==> config.mk <==
export PLATFORM = sky130hd
export DESIGN_NAME = multi_clock_checkout
export DESIGN_NICKNAME = d
export VERILOG_FILES = /design/src/rtl/multi_clock_checkout_pkg.sv /design/src/rtl/multi_clock_checkout_sync.sv /design/src/rtl/multi_clock_checkout.sv
export SDC_FILE = /design/constraint.sdc
export NUM_CORES = 1
export LEC_CHECK = 0
export CAP_MARGIN = 20
export CORE_MARGIN = 4
export CORE_UTILIZATION = 43
export DETAILED_ROUTE_END_ITERATION = 12
export PLACE_DENSITY_LB_ADDON = 0.3
export SETUP_SLACK_MARGIN = 0.15
export SLEW_MARGIN = 20
export SYNTH_ARGS = -nofsm -noshare
export SYNTH_HDL_FRONTEND = slang
export SYNTH_SLANG_ARGS = --single-unit
export TNS_END_PERCENT = 100
==> constraint.sdc <==
create_clock -name clk_i -period 9.58 [get_ports clk_i]
set_input_delay 2.874 -clock clk_i [delete_from_list [all_inputs] [get_ports clk_i]]
set_output_delay 2.874 -clock clk_i [all_outputs]
set_load 0.03 [all_outputs]
**Run 1: cell outlines without signal wires**

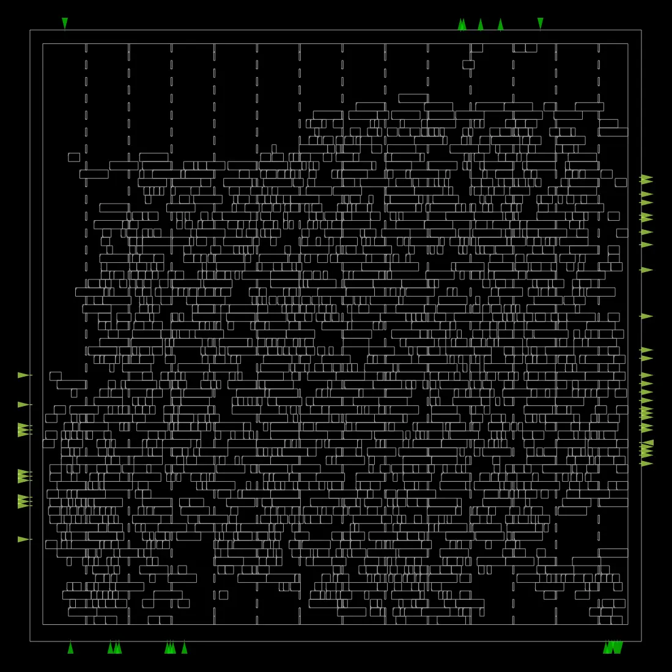
flop share of the area: 38.4%
# rows: 69

**Run 1: placement by cell class**

Scale bar: 50 um. Fill, decap, tap and diode cells in grey.
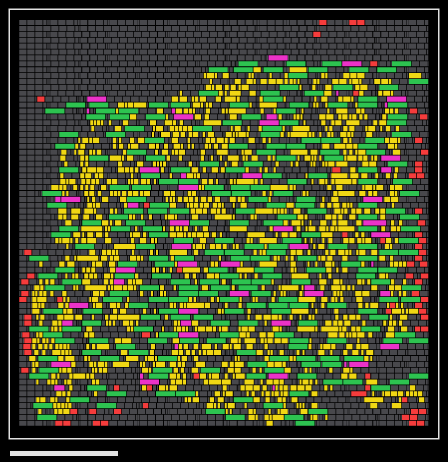
flops -> green  # cells 263, share of their area 40%
clock drivers and dummy loads -> magenta  # cells 52, share of their area 5.9%
combinational and other logic -> yellow  # cells 1240, share of their area 50%
other buffers and delay cells -> red  # cells 76, share of their area 4.4%
total core area: 0.0355 sq mm
Design Area, Final: 0.0172 sq mm
Core Util, Final: 48.4%

**Run 1: selected gate families**

Scale bar: 50 um.
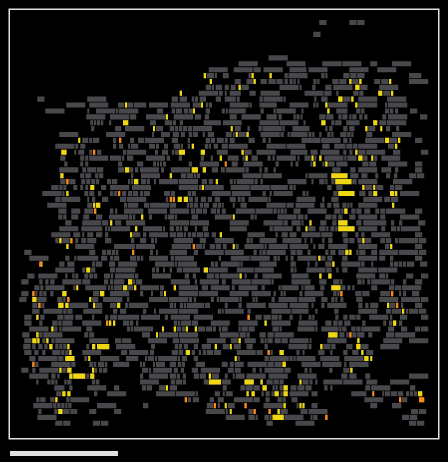
inverters -> orange  # cells 32, most used inv_1
NOR gates -> yellow  # cells 181, most used nor2_1, where all over the die
Comb/total area: 47.6%
Final Non-Filler Cells: 2092

==> impl_metrics.env, run 1 <==
# yosys + openroad results
export IMPL_run_status="completed"
export IMPL_rsz0062_at_grt="false"
export IMPL_dpl_hpwl_um=28900
export IMPL_avgRoutedWirePerCell_um=20.4
export IMPL_track_usage_pct=21.6
export IMPL_p_leak_nw=6.51
export IMPL_ff_type="dfrtp_1"
export IMPL_diodes=0
export IMPL_yosysWarnings=0
export IMPL_first_global_vias=12100
export IMPL_min_period_ns=4.59
export IMPL_powerDensity_mw_per_mm2=227
export IMPL_postRouteAntennaNets=0
export IMPL_startpoint_type="register"
export IMPL_clock_latency_ns=0.56
export IMPL_path_cells="clkdlybuf4s50_1"
export IMPL_critPathCaptureType="primary output"
export IMPL_ir_drop_v=0.000310
export IMPL_synth_area_leader_cell="dfrtp_1"
export IMPL_cts_buffers=30
export IMPL_gp_congestion=0.890
export IMPL_antenna_found_initial=0
export IMPL_synth_nets=1680
export IMPL_die_w_um=198
export IMPL_ys_flops=263
export IMPL_path_buffers=1
export IMPL_r2r_slack_ns=5.57
export IMPL_cts_buffer_depth=3
export IMPL_cap_violations=0
export IMPL_hold_viol=0
==> run 1: layer usage <==
metal | wire (um) | global-route usage, % | up-vias
met5 | 0 | 0 | -
met4 | 878 | 4.62 | 0
met3 | 2700 | 2.88 | 60
met2 | 19900 | 35.0 | 421
met1 | 19200 | 31.3 | 6269
li1 | - | - | 5972
==> run 1: power breakdown <==
| group | total [W] | internal, W | switching (W) |
|---|---|---|---|
| Clock | 0.00116 | 0.000682 | 0.000476 |
| Sequential | 0.00132 | 0.00121 | 0.000106 |
| Combinational | 0.00142 | 0.000423 | 0.00100 |
| Total | 0.00390 | 0.00232 | 0.00158 |
==> run 1: Yosys cell counts (all sizes together), types with 35 or more instances <==
cell,number
dfrtp,263
nand2,225
o21ai,139
nor2,112
clkbuf,90
a21oi,75
xnor2,72
nand3,56
buf,50
mux2i,49
nand4,45
a31oi,35
==> run 1: area by class of cell <==
| type | count | share of cell area (%) |
|---|---|---|
| clock buffer | 46 | 5.37 |
| clock inverter | 6 | 0.350 |
| inverter | 32 | 0.729 |
| multi-input combinational | 1208 | 47.6 |
| sequential | 263 | 38.4 |
| tap | 461 | 3.36 |
| timing repair buffer | 76 | 4.27 |
==> run 1: logic make-up (layout without fill, tap and decap cells) <==
family	Yosys count	in the layout	synth area share [%]
AOI/OAI and AO/OA	430	430	19.5
xor gates and xnor gates	84	84	4.91
adders and majority gates	11	11	0.891
buffers and inverters	172	160	4.86
DFF	263	263	42.6
muxes	77	77	7.04
and+or+nand+nor	606	606	20.2
==> run 1: stage by stage <==
stage | setup WS, ns | cell area, sq um | util [%] | power (W) | cells
after floorplan | 3.24 | 15500 | - | 0.00230 | 1643
after global placement | 4.70 | 16200 | 45.6 | 0.00274 | 2039
after detailed placement | 4.66 | 16200 | 45.6 | 0.00277 | 2039
after CTS | 4.97 | 17100 | 48.3 | 0.00393 | 2091
after global routing | 4.93 | 17200 | 48.4 | 0.00411 | 2092
final | 4.99 | 17200 | 48.4 | 0.00390 | 2092
**Run 1: met4 routing**

Scale bar: 50 um.
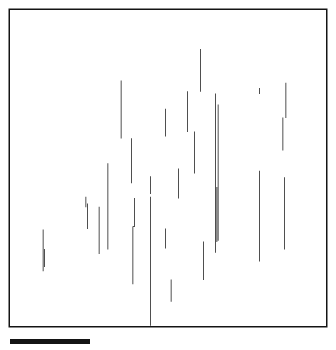

==> run 2, diff against run 1 <==
Clock period 9.58 ns to 3.8 ns, I/O delays scaled along.
**Run 2: met4 routing**

Scale bar: 50 um.
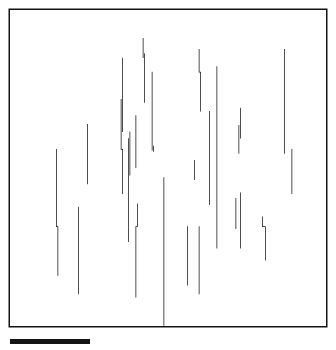
nets with wire on the layer = 16
wire length on this layer = 1160 um
share of all routed wire = 2.7%
final WL: 42900 um
via count: 12700

==> impl_metrics.env, run 2 <==
# yosys + openroad results
export IMPL_antenna_found_initial=1
export IMPL_min_period_ns=2.88
export IMPL_clock_latency_ns=0.58
export IMPL_log_warning_count=34
export IMPL_path_buffers=1
export IMPL_hold_viol=0
export IMPL_synth_xor_xnor_area_share_pct=4.91
export IMPL_grt_util_met1_pct=32.4
export IMPL_busiest_layer="met2"
export IMPL_simple_gate_share_pct=20.2
export IMPL_cp_arrival_ns=3.34
export IMPL_first_iter_violations=1144
export IMPL_fin_ws_ns=0.920
export IMPL_dpl_hpwl_um=30200
export IMPL_top_cell="dfrtp_1"
export IMPL_power_total_w=0.0100
export IMPL_dp_slack_ns=0.747
export IMPL_fa_ha_area_share_pct=0.891
export IMPL_run_status="completed"
export IMPL_postRouteAntennaNets=0
export IMPL_coreArea_sq_mm=0.0355
export IMPL_compound_area_share_pct=19.5
export IMPL_use_met2_pct=33.8
export IMPL_cp_num_cells=7
export IMPL_ir_drop_v=0.000587
export IMPL_grt_met3_usage_pct=3.07
export IMPL_slew_viol_final=0
export IMPL_cts_buffer_depth=3
export IMPL_p_leak_nw=6.62
export IMPL_r2r_slack_ns=0.92
export IMPL_die_w_um=198
export IMPL_cts_buffers=30
export IMPL_avgRoutedWirePerCell_um=20.3
export IMPL_powerDensity_mw_per_mm2=576
export IMPL_grt_max_degree=179
export IMPL_yosysWarnings=0
export IMPL_first_global_vias=11700
export IMPL_critPathCaptureType="register"
export IMPL_synth_nets=1680
export IMPL_gp_congestion=0.922
export IMPL_synth_cell_type_count=93
export IMPL_ff_type="dfrtp_1"
export IMPL_startpoint_type="register"
export IMPL_ys_top_cells_by_count="dfrtp_1, nand2_1, nor2_1"
export IMPL_rsz0062_at_grt="false"
export IMPL_path_cells="inv_1 > ha_1 > or4b_1 > nor3_4 > a31o_2 > nand2_1 > a22o_1"
export IMPL_ys_flops=263
export IMPL_topCombFamilyByArea="simple AND/OR/NAND/NOR gates"
[run 2: kinds of logic (layout without fill, tap and decap cells)]
family / Yosys count / in the layout
adder cells (fa/ha/maj): 11 / 11
buffers and inverters: 172 / 177
AND/OR/NAND/NOR: 606 / 606
XOR/XNOR: 84 / 84
other: 0 / 1
AND-OR/OR-AND: 430 / 430
multiplexers: 77 / 77
flip-flops: 263 / 263
[run 2: where the power goes]
group / total (W) / switching [W] / internal, W
Sequential: 0.00331 / 0.000254 / 0.00306
Combinational: 0.00369 / 0.00253 / 0.00116
Clock: 0.00302 / 0.00122 / 0.00180
[run 2: final cells by class]
| class | instances | share of cell area [%] |
|---|---|---|
| inverters | 32 | 0.720 |
| well taps | 461 | 3.32 |
| repair buffers | 90 | 5.21 |
| flip-flops and latches | 263 | 37.9 |
| clock buffers | 37 | 4.70 |
| multi-input cells | 1208 | 46.9 |
| clock inverters | 18 | 1.23 |
| diodes | 1 | 0.0144 |
[run 2: metal layers]
| metal | wire length (um) | share of wire (%) |
|---|---|---|
| met5 | 14 | 0.033 |
| met4 | 1160 | 2.7 |
| met3 | 2590 | 6.0 |
| met2 | 19500 | 46 |
| met1 | 19600 | 46 |
[run 2: metrics by stage]
step	utilization (%)	std cells	hold slack (ns)	area, sq um	TNS [ns]
global route	49.0	2109	0.356	17400	0
floorplan	-	1643	0.331	15500	-212.91
CTS	49.0	2109	0.353	17400	0
detailed placement	46.1	2054	0.335	16400	0
finish	49.0	2110	0.350	17400	0
global placement	46.1	2054	0.335	16400	0
Power figures rest on the tool's default switching activity, not on a simulated workload.
